Fig. 1: run 1, metal 4
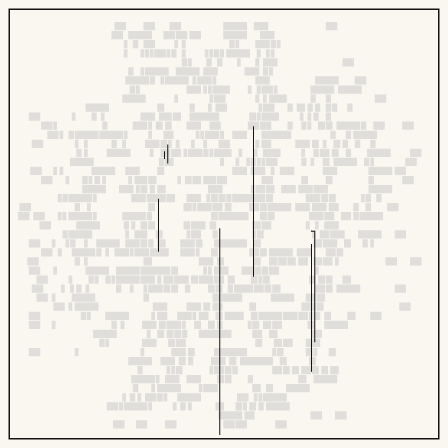
Fig. 2: run 1, PDN straps and rails
Bar = 50 um. Pins as bars on the die edge. Tap cells in grey.
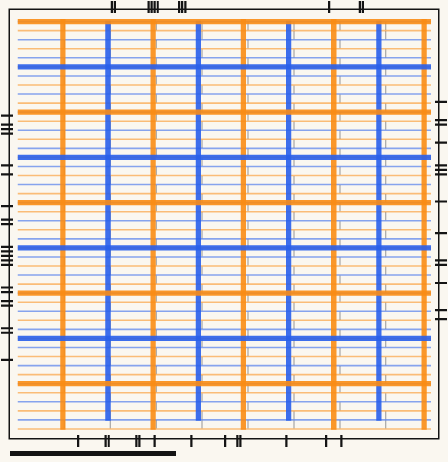
Fig. 3: run 1, routing congestion
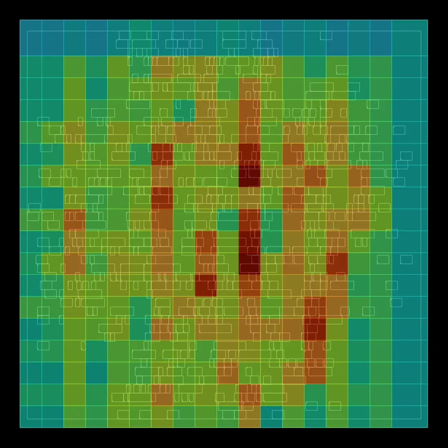
File: src/rtl/logic_unit_pipe_if.sv
// Bus bundle for the pipelined logic unit: operand/op request channel and
// result/flag response channel, each with its own valid/ready pair.
interface logic_unit_pipe_if #(
   parameter int WIDTH = 16
);
   logic [WIDTH-1:0] inp1;
   logic [WIDTH-1:0] inp2;
   logic [2:0]       op;
   logic             in_valid;
   logic             in_ready;
   logic [WIDTH-1:0] out;
   logic             out_zero;
   logic             out_ones;
   logic             out_parity;
   logic             out_valid;
   logic             out_ready;

   modport master (
      output inp1, inp2, op, in_valid, out_ready,
      input  in_ready, out, out_zero, out_ones, out_parity, out_valid
   );

   modport slave (
      input  inp1, inp2, op, in_valid, out_ready,
      output in_ready, out, out_zero, out_ones, out_parity, out_valid
   );
endinterface

File: src/rtl/logic_unit_pipe.sv
// Two-stage valid/ready bitwise logic unit: S1 captures operands and op,
// S2 holds the result with zero/all-ones/parity flags.
module logic_unit_pipe #(
   parameter int WIDTH = 16
) (
   input  logic             clk,
   input  logic             rst,
   logic_unit_pipe_if.slave lu
);

   logic [WIDTH-1:0] a_q;
   logic [WIDTH-1:0] b_q;
   logic [2:0]       op_q;
   logic             s1_valid_q;

   logic [WIDTH-1:0] res_q;
   logic             zero_q;
   logic             ones_q;
   logic             par_q;
   logic             s2_valid_q;

   logic [WIDTH-1:0] res_d;
   logic             zero_d;
   logic             ones_d;
   logic             par_d;
   logic             s1_adv;
   logic             s2_adv;

   function automatic logic [WIDTH-1:0] calc(input logic [WIDTH-1:0] x,
                                             input logic [WIDTH-1:0] y,
                                             input logic [2:0]       sel);
      logic [WIDTH-1:0] r;
      case (sel)
         3'b000:  r = x & y;
         3'b001:  r = x | y;
         3'b010:  r = x ^ y;
         3'b011:  r = ~(x & y);
         3'b100:  r = ~(x | y);
         3'b101:  r = ~(x ^ y);
         3'b110:  r = ~x;
         3'b111:  r = x & ~y;
         default: r = x & y;
      endcase
      return r;
   endfunction

   function automatic logic parity(input logic [WIDTH-1:0] v);
      return ^v;
   endfunction

   // in_ready is gated by reset so nothing is accepted while the pipe is being cleared
   assign s2_adv      = ~s2_valid_q | lu.out_ready;
   assign s1_adv      = ~s1_valid_q | s2_adv;
   assign lu.in_ready = rst & s1_adv;

   always_comb begin
      res_d  = calc(a_q, b_q, op_q);
      zero_d = (res_d == '0);
      ones_d = (res_d == '1);
      par_d  = parity(res_d);
   end

   always_ff @(posedge clk) begin
      if (!rst) begin
         s1_valid_q <= 1'b0;
         a_q        <= '0;
         b_q        <= '0;
         op_q       <= 3'b000;
      end else if (s1_adv) begin
         s1_valid_q <= lu.in_valid;
         if (lu.in_valid) begin
            a_q  <= lu.inp1;
            b_q  <= lu.inp2;
            op_q <= lu.op;
         end
      end
   end

   // S2 keeps its last result when emptied so a stalled output never glitches
   always_ff @(posedge clk) begin
      if (!rst) begin
         s2_valid_q <= 1'b0;
         res_q      <= '0;
         zero_q     <= 1'b0;
         ones_q     <= 1'b0;
         par_q      <= 1'b0;
      end else if (s2_adv) begin
         s2_valid_q <= s1_valid_q;
         if (s1_valid_q) begin
            res_q  <= res_d;
            zero_q <= zero_d;
            ones_q <= ones_d;
            par_q  <= par_d;
         end
      end
   end

   assign lu.out        = res_q;
   assign lu.out_zero   = zero_q;
   assign lu.out_ones   = ones_q;
   assign lu.out_parity = par_q;
   assign lu.out_valid  = s2_valid_q;

endmodule

File: src/flat_wrapper.sv
// flat-port wrapper written by rule: the top's interface ports become plain ports
module logic_unit_pipe_flat 
#(
   parameter int WIDTH = 16
)
  (clk, rst, lu_inp1, lu_inp2, lu_op, lu_in_valid, lu_out_ready, lu_in_ready, lu_out, lu_out_zero, lu_out_ones, lu_out_parity, lu_out_valid);
  logic_unit_pipe_if #(.WIDTH(WIDTH)) lu_i ();
  input  logic clk;
  input  logic rst;
  input wire logic [$bits(lu_i.inp1)-1:0] lu_inp1;
  input wire logic [$bits(lu_i.inp2)-1:0] lu_inp2;
  input wire logic [$bits(lu_i.op)-1:0] lu_op;
  input wire logic [$bits(lu_i.in_valid)-1:0] lu_in_valid;
  input wire logic [$bits(lu_i.out_ready)-1:0] lu_out_ready;
  output wire logic [$bits(lu_i.in_ready)-1:0] lu_in_ready;
  output wire logic [$bits(lu_i.out)-1:0] lu_out;
  output wire logic [$bits(lu_i.out_zero)-1:0] lu_out_zero;
  output wire logic [$bits(lu_i.out_ones)-1:0] lu_out_ones;
  output wire logic [$bits(lu_i.out_parity)-1:0] lu_out_parity;
  output wire logic [$bits(lu_i.out_valid)-1:0] lu_out_valid;
  assign lu_i.inp1 = lu_inp1;
  assign lu_i.inp2 = lu_inp2;
  assign lu_i.op = lu_op;
  assign lu_i.in_valid = lu_in_valid;
  assign lu_i.out_ready = lu_out_ready;
  assign lu_in_ready = lu_i.in_ready;
  assign lu_out = lu_i.out;
  assign lu_out_zero = lu_i.out_zero;
  assign lu_out_ones = lu_i.out_ones;
  assign lu_out_parity = lu_i.out_parity;
  assign lu_out_valid = lu_i.out_valid;
  logic_unit_pipe #(.WIDTH(WIDTH)) u_core (.clk(clk), .rst(rst), .lu(lu_i));
endmodule
File: config.mk
export PLATFORM = sky130hd
export DESIGN_NAME = logic_unit_pipe_flat
export DESIGN_NICKNAME = d
export VERILOG_FILES = /design/src/rtl/logic_unit_pipe_if.sv /design/src/rtl/logic_unit_pipe.sv /design/src/flat_wrapper.sv
export SDC_FILE = /design/constraint.sdc
export NUM_CORES = 1
export LEC_CHECK = 0
export CORE_MARGIN = 2
export CORE_UTILIZATION = 30
export DETAILED_ROUTE_END_ITERATION = 6
export HOLD_SLACK_MARGIN = 0.1
export PLACE_DENSITY = 0.52
export SLEW_MARGIN = 20
export SYNTH_ARGS = -nofsm -noshare
export SYNTH_HDL_FRONTEND = slang
export SYNTH_SLANG_ARGS = --single-unit
File: constraint.sdc
create_clock -name clk -period 5.6 [get_ports clk]
set_input_delay 1.4 -clock clk [delete_from_list [all_inputs] [get_ports clk]]
set_output_delay 1.4 -clock clk [all_outputs]
set_load 0.1 [all_outputs]
==> changes_impl.md, run 1 <==
### Implementation results

- Result of the run: finished clean
- WL/cell: 15.3 um
- Max-capacitance violation count: 0
- Total negative slack for setup checks: 0 ns
- Flip-flop and latch area: 1120 sq um
- Overall die area: 16,500 sq um
- Post CTS Setup Buffer Count: 0
- Number of antenna violations at the first check in global routing: 0
- Clock tree root buffer cell: sky130_fd_sc_hd__clkbuf_16
- Share of power burned in registers: 36.2%
- Longest individual stage delay on the worst path: 0.81 ns
- Cells along the critical path: clkdlybuf4s50_1 > inv_1 > a21oi_1 > buf_12
- Area growth from synthesis to final layout: 17.4%
- Start-to-end type of the worst setup path: primary input to primary output
- First-pass GRT wire length: 20.2 mm
- Pre-CTS setup slack: 1.29 ns
- Cells in synth_stat.txt: 583
- Sequential share of the synthesized area: 24.1%
- Insertion delay of the later-clocked pin in the worst-skew pair: 0.31 ns
- Library cell contributing the largest single delay on the critical path: sky130_fd_sc_hd__clkdlybuf4s50_1
- Ports: 60
- Filler cell count: 1,617
- Maximum number of buffers from clock root to sink: 2
- Met3 track demand over resource: 2.29%
- Most instantiated logic cell after routing: sky130_fd_sc_hd__nand2_1
- Final Max Tran Viols: 0
- Number of OpenROAD warnings: 66
- Synthesized net count: 686
- Final critical delay including setup and external delays: 4.33 ns
- Yosys synthesis warning count: 0
- Total chip power: 1240 uW
- Detailed-router iteration count before antenna repair: 5
- Number of hold violations in the final report: 0
- Fraction of synthesis flops using an asynchronous set or reset pin: 0%
- Largest fanout on the critical path: 16
- XOR/XNOR Fraction of Synth Area: 1.32%
- Layout Nets: 717
- Via count of the first global-routing pass: 3,913
- Pin count of the biggest net entering global routing: 48
- Ant diodes: 0
- Number of H-tree levels: 2
- Yosys Chip Area: 4660 sq um
- Syn avg cell area: 7.99 sq um
- Cell family with most CP delay: buffers and inverters
- Cell count after synthesis: 583
- Clock sinks: 56
- Layout Skew: 0.0131 ns
- Post-route ant nets: 0
- Number of distinct library cells after synthesis: 48
- DRC: 0
- Post-cts hold-fix buffer tally: 0
- Post-placement cell area: 5320 sq um
- Ratio of routed vias to standard cells: 5.22
- Critical Path Sink Type: primary output
- Amount of wire on met3 after detailed routing: 542 um
- Top library cells by usage in the layout, fill and taps aside: sky130_fd_sc_hd__nand2_1 (88), sky130_fd_sc_hd__ha_1 (64), sky130_fd_sc_hd__clkdlybuf4s50_1 (58)
- Post-synthesis adder-cell area fraction: 17.2%
- Mux cell area share after synthesis: 0.725%
- Ratio of total power to cell area: 227 nW/um^2
- Internal Pwr Total: 776 uW
- Iter 0 DRT Violations: 238
- Required time of the critical path: 4.20 ns
- Fin crit share: 77.4%
- Crit start category: primary input
- RSZ-0062 raised after global routing: no
- Worst Tran Pin Value: 0.975 ns
- Net switching power figure: 463 uW
- Sum of net half-perimeters after detailed placement: 9.19 mm
- GRT Residual Overflow: 0
- GP Congestion: 0.842
Back to the opening pictures, Fig. 1:
The longest straight run is 61.9 um. 7 nets have wire on it.
vias after detailed routing: 4,192
Detailed Route WL: 12.3 mm

Back to the opening pictures, Fig. 2:
Key: blue = VDD; orange = VSS
9 straps on met4. 60 signal pins sit on the boundary.
core outline area: 15,200 sq um
height of the die: 129 um
largest vdd supply drop: 0.123 mV
width of the chip: 129 um

Back to the opening pictures, Fig. 3:
met2 layer usage reported by global route: 23.3%
M1 GR Usage: 22.0%
GR peak layer: met2
GRT Total Usage: 15.1%
end-of-flow core utilization: 36.0%

## run 1: layout make-up
cell class              count  area share (%)
multi-input cells         442            57.8
inverters                  45            3.09
clock inverters             3           0.412
repair buffers             64            11.7
clock buffers               5            2.29
well taps                 188            4.30
flip-flops and latches     56            20.5
## run 1: path summary, 6_finish.rpt
| path | cells after the start | end | from | slack, ns |
|---|---|---|---|---|
| worst max register to register | 9 | u_core.lu.out_parity | u_core.op_q[1] | 2.26 |
| worst max-delay path | 4 | lu_in_ready | rst | 1.27 |
| worst min-delay path | 2 | u_core.lu.out_zero | u_core.lu.out_zero | 0.46 |
| worst min register to register | 2 | u_core.lu.out_zero | u_core.lu.out_zero | 0.46 |
## run 1: worst reg2reg max path, cell delays in order, from the launching register on
cell and delay (ns):
sky130_fd_sc_hd__dfxtp_1 0.89, sky130_fd_sc_hd__nor2b_1 0.74, sky130_fd_sc_hd__a31oi_1 0.17, sky130_fd_sc_hd__a31o_2 0.33, sky130_fd_sc_hd__and2_1 0.17, sky130_fd_sc_hd__ha_1 0.30, sky130_fd_sc_hd__xnor2_1 0.22, sky130_fd_sc_hd__xnor2_1 0.16
sky130_fd_sc_hd__xnor2_1 0.14, sky130_fd_sc_hd__a21oi_1 0.08
## run 1: Yosys cell counts (6+ instances only)
cell type,instances,area (sq um)
sky130_fd_sc_hd__a21oi_1,57,285
sky130_fd_sc_hd__a31oi_1,19,119
sky130_fd_sc_hd__nand2b_1,44,275
sky130_fd_sc_hd__inv_1,43,161
sky130_fd_sc_hd__clkbuf_1,18,67.6
sky130_fd_sc_hd__nor2_1,23,86.3
sky130_fd_sc_hd__buf_2,13,65.1
sky130_fd_sc_hd__a22o_1,8,70.1
sky130_fd_sc_hd__o22ai_1,8,50.1
sky130_fd_sc_hd__ha_1,64,801
sky130_fd_sc_hd__o21ai_0,7,35.0
sky130_fd_sc_hd__xnor2_1,7,61.3
sky130_fd_sc_hd__dfxtp_1,56,1120
sky130_fd_sc_hd__a21boi_0,8,60.1
sky130_fd_sc_hd__nand3_1,13,65.1
sky130_fd_sc_hd__o21ai_1,7,35.0
sky130_fd_sc_hd__o221ai_1,8,70.1
sky130_fd_sc_hd__a32oi_1,8,70.1
sky130_fd_sc_hd__a221o_1,10,100
sky130_fd_sc_hd__or2_1,6,37.5
sky130_fd_sc_hd__nand2_1,89,334
sky130_fd_sc_hd__a22oi_1,8,60.1
## run 1: through the flow
step	hold WS, ns	cells	utilization (%)
floorplan	0.454	583	-
global placement	0.452	795	35.0
detailed placement	0.452	795	35.0
CTS	0.463	803	36.0
global route	0.479	803	36.0
finish	0.459	803	36.0
## run 1: power groups by stage
stage               logic (uW)  registers (uW)  clock network [uW]
floorplan                  298             507                   0
global placement           448             458                   0
detailed placement         459             459                   0
CTS                        460             450                 340
global route               504             455                 356
finish                     459             449                 331
## run 1: flip-flops by register name, summed over array words and instances (netlist names)
signal,flops
u_core.op_q,3
u_core.lu.out_ones,1
u_core.s1_valid_q,1
u_core.b_q,16
u_core.lu.out_parity,1
u_core.lu.out,16
u_core.lu.out_valid,1
u_core.a_q,16
u_core.lu.out_zero,1
==> run 2, diff against run 1 <==
Clock period 5.6 ns to 4.23 ns, I/O delays scaled along.
==> run 2 against run 1 <==
Effect of this change:
- worst hold slack got worse by 0.0021 ns
- die area did not move
- power rose by 32%
- critical path type unchanged
- count of clock-buffer cells in the layout did not move
==> changes_impl.md, run 2 <==
### Implementation results

- Leading cell type by number of instances after synthesis: sky130_fd_sc_hd__nand2_1
- Maximum clock frequency: 0.296 GHz
- Ratio of total power to cell area: 298 nW/um^2
- Overall die area: 16,500 sq um
- Net switching power figure: 606 uW
- Number of hold violations in the final report: 0
- Pin count of the biggest net entering global routing: 48
- GP Congestion: 0.818
- Number of antenna violations at the first check in global routing: 0
- Dominant register cell in the synthesized netlist: sky130_fd_sc_hd__dfxtp_1
- Final Max Tran Viols: 0
- Result of the run: finished clean
- Max-capacitance violation count: 0
- Crit start category: primary input
- Startpoint of the lowest-slack hold path: u_core.lu.out[13]
- Relative max-transition margin: 34.8%
- Layout Nets: 722
- Ratio of routed vias to standard cells: 5.12
- Share of power burned in registers: 36.0%
- Number of H-tree levels: 2
- Most used standard cells in the synthesized netlist: sky130_fd_sc_hd__nand2_1 (89), sky130_fd_sc_hd__ha_1 (64), sky130_fd_sc_hd__a21oi_1 (57)
- Cell taking the most area after synthesis: sky130_fd_sc_hd__dfxtp_1
- GRT Residual Overflow: 0
- GRT Total Usage: 15.5%
- Cells along the critical path: clkdlybuf4s50_1 > buf_4 > inv_1 > a21oi_1 > buf_12
- Clock sinks: 56
- Total negative slack for setup checks: 0 ns
- DRC: 0
- Setup slack of the worst register-to-register path: 1.21 ns
- XOR/XNOR Fraction of Synth Area: 1.32%
- Fraction of synthesis flops using an asynchronous set or reset pin: 0%
- Library cell contributing the largest single delay on the critical path: sky130_fd_sc_hd__clkdlybuf4s50_1
- Detailed-router iteration count before antenna repair: 5
- Largest fanout on the critical path: 16
- Vias after detailed routing: 4,136
- Post CTS Setup Buffer Count: 0
- Cell family with most CP delay: buffers and inverters
- Via count of the first global-routing pass: 4,081
- Most instantiated logic cell after routing: sky130_fd_sc_hd__nand2_1
- Maximum number of buffers from clock root to sink: 2
- Sequential share of the synthesized area: 24.1%
- Largest type area fraction: 24.1%
- Post-route ant nets: 0
- R2r endpoint: u_core.lu.out_parity
- Main area contributors: sky130_fd_sc_hd__dfxtp_1 (24%), sky130_fd_sc_hd__ha_1 (17%), sky130_fd_sc_hd__nand2_1 (7.2%)
- Critical Path Sink Type: primary output
- Core outline area: 15,200 sq um
- Syn avg cell area: 7.99 sq um
- Start-to-end type of the worst setup path: primary input to primary output
- Internal Pwr Total: 1030 uW
- Cells on worst reg2reg path: 9
- Timing endpoint of the critical path: lu_in_ready
- Insertion delay of the later-clocked pin in the worst-skew pair: 0.30 ns
- Width of the chip: 129 um
- Synthesized net count: 686
- Critical path data arrival time: 2.32 ns
- Mux cell area share after synthesis: 0.725%
- Fin crit share: 79.9%
- Worst Tran Pin Value: 0.976 ns
- WL/cell: 15.2 um
- RSZ-0062 raised after global routing: no
- First-pass GRT wire length: 20.5 mm
- Number of distinct library cells after synthesis: 48
- Top library cells by usage in the layout, fill and taps aside: sky130_fd_sc_hd__nand2_1 (89), sky130_fd_sc_hd__ha_1 (64), sky130_fd_sc_hd__clkdlybuf4s50_1 (58)
- Final critical delay including setup and external delays: 3.38 ns
- Number of OpenROAD warnings: 66
- Critical Path Stages: 5
- Ports: 60
- Post-cts hold-fix buffer tally: 0
- Longest individual stage delay on the worst path: 0.46 ns
- Yosys synthesis warning count: 0
- Layout Skew: 0.0116 ns
- Post-synthesis share of cell area spent on and-or and or-and gates: 28.2%
- Required time of the critical path: 3.17 ns
- Endpoints failing setup: 0
- Buffer-and-inverter tally for the worst setup path: 4
- Iter 0 DRT Violations: 285
- Detailed Route WL: 12.3 mm
- Post-synthesis adder-cell area fraction: 17.2%
- Height of the die: 129 um
- Ant diodes: 0
- Yosys Chip Area: 4660 sq um
- Reg-to-reg startpoint: u_core.op_q[1]
- Area growth from synthesis to final layout: 18.2%
- Cells in synth_stat.txt: 583
- Clock tree root buffer cell: sky130_fd_sc_hd__clkbuf_16
- Port Buf Inserts: 59
- Cell count after synthesis: 583
- Sum of net half-perimeters after detailed placement: 9.36 mm
- Start point of the critical path: rst
[run 2: cell count changes in the layout (fill, tap and decap cells not counted), sizes merged]
cell,before,now
buf,6,11
clkinv,2,0
clkinvlp,0,1
inv,46,47
[run 2: how the worst min path moves through the flow]
stage	slack, ns	end	depth (start not counted)
after floorplan	0.45	u_core.b_q[0]	2
final	0.46	u_core.lu.out[13]	2
after global placement	0.45	u_core.lu.out_zero	2
after detailed placement	0.45	u_core.lu.out[13]	2
after CTS	0.46	u_core.lu.out[13]	2
after global routing	0.48	u_core.lu.out[13]	2
[run 2: tightest hold or removal path: stages (launching register included)]
cell and delay [ns]:
sky130_fd_sc_hd__dfxtp_1 0.31, sky130_fd_sc_hd__nand3_1 0.06, sky130_fd_sc_hd__o21ai_1 0.05
[run 2: kinds of logic after synthesis]
kind of cell | Yosys count
flops | 56
simple gates | 197
mux | 3
fa+ha+maj | 64
xor+xnor | 7
compound gates | 171
buf+inv | 85
[run 2: per-layer routing]
| layer | wire length (um) | global-route usage, % | vias up | part of all wire [%] |
|---|---|---|---|---|
| li1 | - | - | 2116 | - |
| met1 | 6120 | 22.7 | 1898 | 50 |
| met2 | 5250 | 23.1 | 111 | 43 |
| met3 | 644 | 2.54 | 11 | 5.3 |
| met4 | 238 | 5.18 | 0 | 1.9 |
| met5 | 0 | 0 | - | 0 |
[run 2: cell type report]
class / count / area (sq um)
clock buffers: 5 / 125
clock inverters: 3 / 25.0
fillers: 1617 / 9690
inverters: 45 / 169
multi-input cells: 442 / 3160
flip-flops and latches: 56 / 1120
well taps: 188 / 235
repair buffers: 69 / 676
[run 2: through the flow]
stage	setup WS (ns)	cell area, sq um	hold WS [ns]	cells	power [uW]
floorplan	0.172	4660	0.454	583	1070
global placement	0.845	5360	0.451	800	1210
detailed placement	0.866	5360	0.451	800	1220
CTS	0.839	5510	0.461	808	1660
global route	0.812	5510	0.480	808	1750
finish	0.851	5510	0.457	808	1640
[run 2: power by group through the flow]
| stage | combinational [uW] | clock (uW) | sequential [uW] |
|---|---|---|---|
| final | 614 | 435 | 589 |
| after global routing | 680 | 473 | 596 |
| after CTS | 617 | 455 | 590 |
| after detailed placement | 615 | 0 | 603 |
| after global placement | 604 | 0 | 601 |
| after floorplan | 395 | 0 | 671 |
Fig. 4: run 2, sequential cells coloured by netlist name
Other sequential cells in the stronger grey, the rest of the logic in the fainter grey.
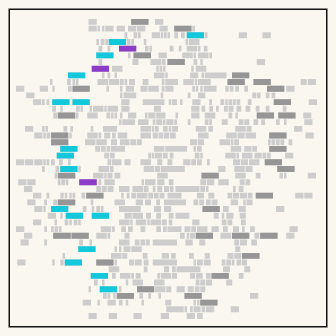
Key: cyan = `u_core.b_q` [sequential cells 16]; purple = `u_core.op_q` [sequential cells 3]
Another 37 sequential cells are not coloured.
end-of-flow core utilization: 36.2%
share of cell area taken by flip-flops and latches: 20.4%

Fig. 5: run 2, PDN straps and rails
Bar = 50 um. Pins as bars on the die edge. Tap cells in grey.
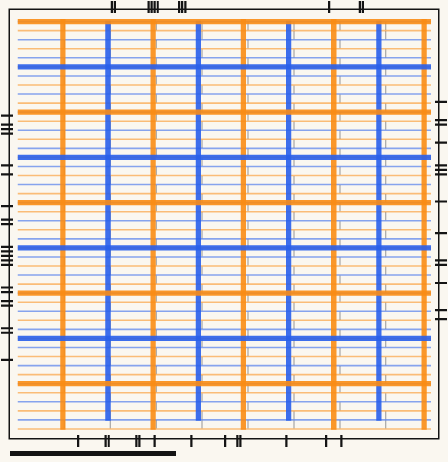
largest vdd supply drop: 0.182 mV

Power is estimated from default activity; no workload was simulated.
